**config.mk**
```make
export PLATFORM = sky130hd
export DESIGN_NAME = wb_arbiter
export DESIGN_NICKNAME = d
export VERILOG_FILES = /design/src/rtl/wb_arbiter.sv
export SDC_FILE = /design/constraint.sdc
export NUM_CORES = 1
export LEC_CHECK = 0
export ABC_CLOCK_PERIOD_IN_PS = 7900
export CAP_MARGIN = 5
export CORE_MARGIN = 2
export CORE_UTILIZATION = 30
export DETAILED_ROUTE_END_ITERATION = 16
export RECOVER_POWER = 25
export SYNTH_ARGS = -nofsm -noshare
export SYNTH_HDL_FRONTEND = slang
export SYNTH_SLANG_ARGS = --single-unit
```
**constraint.sdc**
```tcl
create_clock -name clk -period 7.9 [get_ports clk]
set_input_delay 1.185 -clock clk [delete_from_list [all_inputs] [get_ports clk]]
set_output_delay 1.185 -clock clk [all_outputs]
set_load 0.02 [all_outputs]
```
**src/rtl/wb_arbiter.sv**
```systemverilog
// wb_arbiter: round-robin merge of two 2-entry writeback FIFOs onto the regfile
// write port, plus a per-register busy scoreboard.
module wb_arbiter #(
  parameter int ADDR_W = 5,
  parameter int DATA_W = 32
) (
  input  logic                 clk,
  input  logic                 reset,
  input  logic                 a_valid,
  output logic                 a_ready,
  input  logic [ADDR_W-1:0]    a_addr,
  input  logic [DATA_W-1:0]    a_data,
  input  logic                 b_valid,
  output logic                 b_ready,
  input  logic [ADDR_W-1:0]    b_addr,
  input  logic [DATA_W-1:0]    b_data,
  input  logic                 rsv_valid,
  input  logic [ADDR_W-1:0]    rsv_addr,
  output logic                 wr_enable,
  output logic [ADDR_W-1:0]    wr_addr,
  output logic [DATA_W-1:0]    wr_data,
  output logic [2**ADDR_W-1:0] busy,
  output logic                 idle
);
  localparam int N = 2**ADDR_W;
  logic [1:0] in_valid, ready, has, pop;
  logic [ADDR_W-1:0] in_addr [2];
  logic [DATA_W-1:0] in_data [2];
  logic [ADDR_W-1:0] head_addr [2];
  logic [DATA_W-1:0] head_data [2];
  logic rr, gnt_b;
  logic [N-1:0] clr, set;
  assign in_valid = {b_valid, a_valid};
  assign in_addr = '{a_addr, b_addr};
  assign in_data = '{a_data, b_data};
  assign a_ready = ready[0];
  assign b_ready = ready[1];
  for (genvar p = 0; p < 2; p++) begin : g_fifo
    logic [1:0] cnt;
    logic [ADDR_W-1:0] qa [2];
    logic [DATA_W-1:0] qd [2];
    logic push, slot;
    assign ready[p] = ~cnt[1];
    assign has[p] = |cnt;
    assign push = in_valid[p] & ready[p];
    // head lives in slot 0; a push lands behind whatever survives this edge's pop
    assign slot = cnt[0] & ~pop[p];
    assign head_addr[p] = qa[0];
    assign head_data[p] = qd[0];
    always_ff @(posedge clk or posedge reset)
      if (reset) begin
        cnt <= '0;
        qa <= '{default: '0};
        qd <= '{default: '0};
      end else begin
        if (pop[p]) begin
          qa[0] <= qa[1];
          qd[0] <= qd[1];
        end
        if (push) begin
          qa[slot] <= in_addr[p];
          qd[slot] <= in_data[p];
        end
        cnt <= cnt + {1'b0, push} - {1'b0, pop[p]};
      end
  end
  assign gnt_b = has[1] & (~has[0] | rr);
  assign pop = {gnt_b, has[0] & ~gnt_b};
  always_comb begin
    clr = '0;
    set = '0;
    clr[wr_addr] = wr_enable;
    set[rsv_addr] = rsv_valid & |rsv_addr;
  end
  // set is applied after clear so a fresh reservation beats a same-edge commit
  always_ff @(posedge clk or posedge reset)
    if (reset) begin
      rr <= 1'b0;
      wr_enable <= 1'b0;
      wr_addr <= '0;
      wr_data <= '0;
      busy <= '0;
    end else begin
      if (&has) rr <= ~rr;
      wr_enable <= |pop & |head_addr[gnt_b];
      if (|pop) begin
        wr_addr <= head_addr[gnt_b];
        wr_data <= head_data[gnt_b];
      end
      busy <= (busy & ~clr) | set;
    end
  assign idle = ~|has & ~wr_enable & ~|busy;
endmodule

```
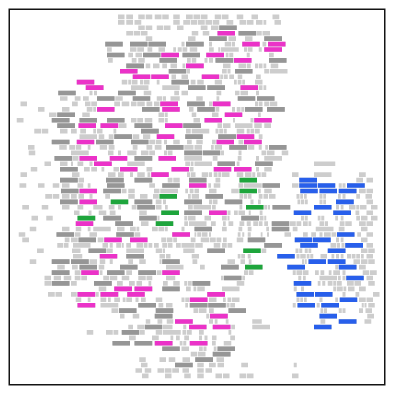
**Above:** run 1 (sequential cells grouped by signal name).
Drawn at 2 px/um. Other sequential cells in the stronger gray, the rest of the logic in the fainter gray.
[`g_fifo.qa`] green | sequential cells: 10 | where: center
[`g_fifo.qd`] magenta | sequential cells: 64
[`busy`] blue | sequential cells: 32

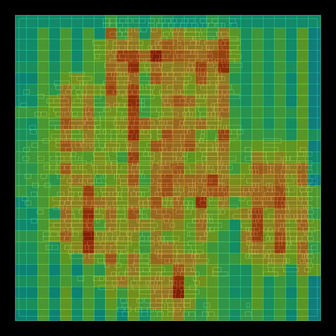
**Above:** run 1 (routing congestion map).
post-layout utilization of the core: 38.4%
met1 Usage GRT: 24.5%
post-DR wirelength/cell: 20.8 um
met3 usage: 2.81%
Global Route Usage Sum: 16.8%

==> metrics.csv, run 1 <==
stage,metric,value,unit
floorplanning,Core Box Area,33300,sq um
finish,register area,5580,sq um
detailed_routing,number of DRC markers in iteration 0,661,
clock_tree,CTS Buf Count,26,
critical_path,crit path kind,input port to async pin,
finish,Non-clock buffers,173,
floorplanning,Die ar.,35000,sq um
final_timing,fin. max-slew vios,143,
synthesis,Mapped Nets,950,
final_timing,worst rel slew slack,-181,%
floorplanning,Die Y,187,um
finish,Logic cell area,4070,sq um
critical_path,worst reg2reg startpoint,g_fifo[1].cnt[0]$_DFF_PP0_,
finish,inverters,3,
final_timing,unrepaired setup endpoints after global routing,no,
outcome,failing checks,"capacitance limit, slew limit",
outcome,status,finished with violations,
flow_run,total of max-cap violations,2,
final_timing,Setup TNS,0,ps
placed_design,RePlAce Congestion,0.825,
power_and_ir_drop,"Power, Total",6.15,mW
detailed_routing,DRT antenna net count,0,
critical_path,CP peak stage delay,2340,ps
power_and_ir_drop,Pleak,4.85,nW
clock_tree,CTS tree,yes,
synthesis,XORs/XNORs by Area,0.436,%
floorplanning,Boundary Pins,157,
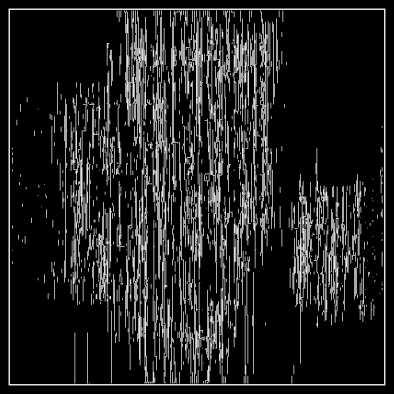
**Above:** run 1 (signal wires on met2).
Drawn at 2 px/um.
nets with wire on the layer: 908
main direction: vertical

## run 1: power breakdown
group          total [mW]  internal, mW  switching [mW]
registers            2.22          1.75           0.468
clock network        1.20         0.727           0.471
logic                2.73          1.23            1.50
total                6.15          3.71            2.44
## run 1: synthesized netlist by cell type (2+ instances only)
cell       count
dfrtp_1      223
o21ai_0      141
mux2_2        74
clkbuf_1      47
a31oi_1       41
nand3_1       41
a211oi_1      38
a2bb2oi_1     37
a32oi_1       37
o21a_1        34
o32a_1        32
buf_2         22
nand3b_1      10
nor2_1         9
nor4_1         9
buf_6          8
buf_1          7
or3b_2         7
nand2_1        6
a21oi_1        4
xnor2_1        4
inv_1          3
ha_1           2
mux2i_1        2
nand4_1        2
nor3_1         2
nor3b_1        2
or3_1          2
or4_1          2
## Run 2: what changed since run 1
Settings changed: ABC_CLOCK_PERIOD_IN_PS 7900 to 4380.
Clock period 7.9 ns to 4.38 ns, I/O delays scaled along.
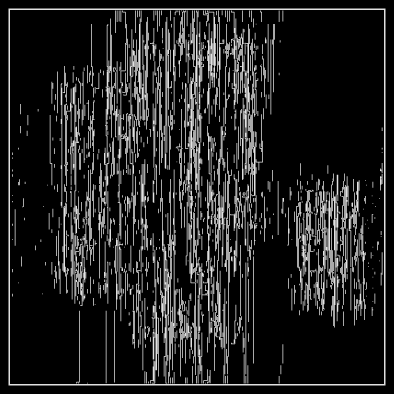
**Above:** run 2 (signal wires on met2).
Drawn at 2 px/um.
share of all routed wire: 45%
nets with wire on the layer: 913
main direction: vertical
longest straight run: 78.5 um

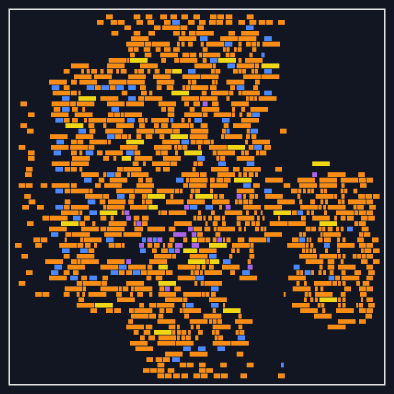
**Above:** run 2 (sizing map).
Drawn at 2 px/um.
[x2] blue | cells: 90 | share: 9.0%
[x1 and smaller] orange | cells: 854 | share: 86%
[x3 and x4] purple | cells: 21 | share: 2.1%
[x6 and larger] yellow | cells: 32 | share: 3.2%

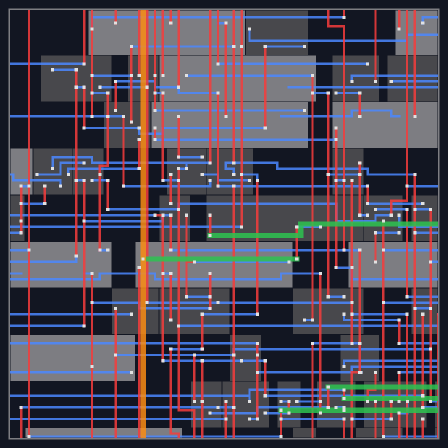
**Above:** run 2 (a small window of the routed layout).
Region (81, 81) to (106, 106) um. Cells in gray, sequential cells in the stronger gray; small squares are vias.
[M1] blue
[M2] red
[M3] green
[M4] orange
cells with their middle in the window: 34
netlist names of flops here include: `g_fifo.qd` (2)
sequential cells in the window: 8
most frequent: dfrtp_1 (8), o21ai_0 (4)

==> run 2 against run 1 <==
  * The run still ends with capacitance limit, slew limit left
  * Critical endpoint is now idle
  * Non-clock buffer count is 3 higher
  * Hold slack worse by 1.4 ps
  * Synthesized cell count stayed put
  * Die area stayed put
  * Critical path depth is 2 higher
==> metrics.csv, run 2 <==
stage,metric,value,unit
floorplanning,Rows,67,
outcome,failing checks,"capacitance limit, slew limit",
final_timing,fin. max-slew vios,33,
detailed_routing,DRT antenna net count,0,
grt,met1 Usage GRT,25.1,%
synthesis,Mapped Nets,950,
detailed_routing,number of DRC markers in iteration 0,737,
finish,finished layout cell area,12700,sq um
placed_design,RePlAce Congestion,0.827,
floorplanning,Core Box Area,33300,sq um
floorplanning,Die ar.,35000,sq um
final_timing,unrepaired setup endpoints after global routing,no,
floorplanning,Die Y,187,um
finish,most frequent logic cell in the layout,dfrtp_1,
floorplanning,Boundary Pins,157,
finish,nets@finish,1068,
power_and_ir_drop,"Power, Total",10.9,mW
clock_tree,"Gates resized, CTS repair",0,
synthesis,Flops after synth,223,
floorplanning,FP Core Util,30.2,%
synthesis,cell with the most instances after synthesis,dfrtp_1,
critical_path,worst reg2reg endpoint,g_fifo[1].qd[52]$_DFF_PP0_,
final_timing,final worst slack,1240,ps
finish,Logic cell area,4070,sq um
grt,met3 usage,2.53,%
flow_run,total of max-cap violations,1,
synthesis,"top cells by count, synth","dfrtp_1, o21ai_0, mux2_2",
critical_path,R2R cell count,4,
critical_path,worst reg2reg startpoint,g_fifo[0].cnt[1]$_DFF_PP0_,
synthesis,"Seq share, synth",55.5,%
min_path,min-delay src,g_fifo[0].qd[38]$_DFF_PP0_,
final_timing,Setup TNS,0,ps
grt,largest net degree at the start of global routing,114,
critical_path,crit path kind,flop to output port,
clock_tree,clk sink count,223,
clock_tree,CTS tree,yes,
synthesis,XORs/XNORs by Area,0.436,%
clock_tree,CTS Buf Count,25,
grt,Global Route Usage Sum,16.8,%
detailed_routing,post-DR wirelength/cell,20.8,um
finish,inverters,3,
final_timing,worst rel slew slack,-15.7,%
finish,clock buffers,37,
power_and_ir_drop,Pleak,4.82,nW
outcome,status,finished with violations,
finish,register area,5580,sq um
synthesis,Post-Syn Area,10100,sq um
-- run 2: worst max-delay path: stages, from the launching register on --
cell             delay, ps
dfrtp_1                500
nor4_1                 330
buf_4                  220
nand4_1                100
nor3_1                 180
clkdlybuf4s50_1        630
-- run 2: report_power, final --
part | internal, mW | total, mW | leakage, nW | switching (mW)
Sequential | 3.16 | 3.99 | 2.64 | 0.832
Clock | 1.13 | 1.95 | 0.369 | 0.821
Combinational | 2.22 | 4.94 | 1.81 | 2.72
Total | 6.51 | 10.9 | 4.82 | 4.37
-- run 2: per-stage QoR --
step,hold WS (ps),utilization (%)
2_1_floorplan,458,-
3_3_place_gp,467,36.0
3_5_place_dp,474,36.0
4_1_cts,486,38.2
5_1_grt,494,38.1
6_report,480,38.1
Power is estimated from default activity; no workload was simulated.
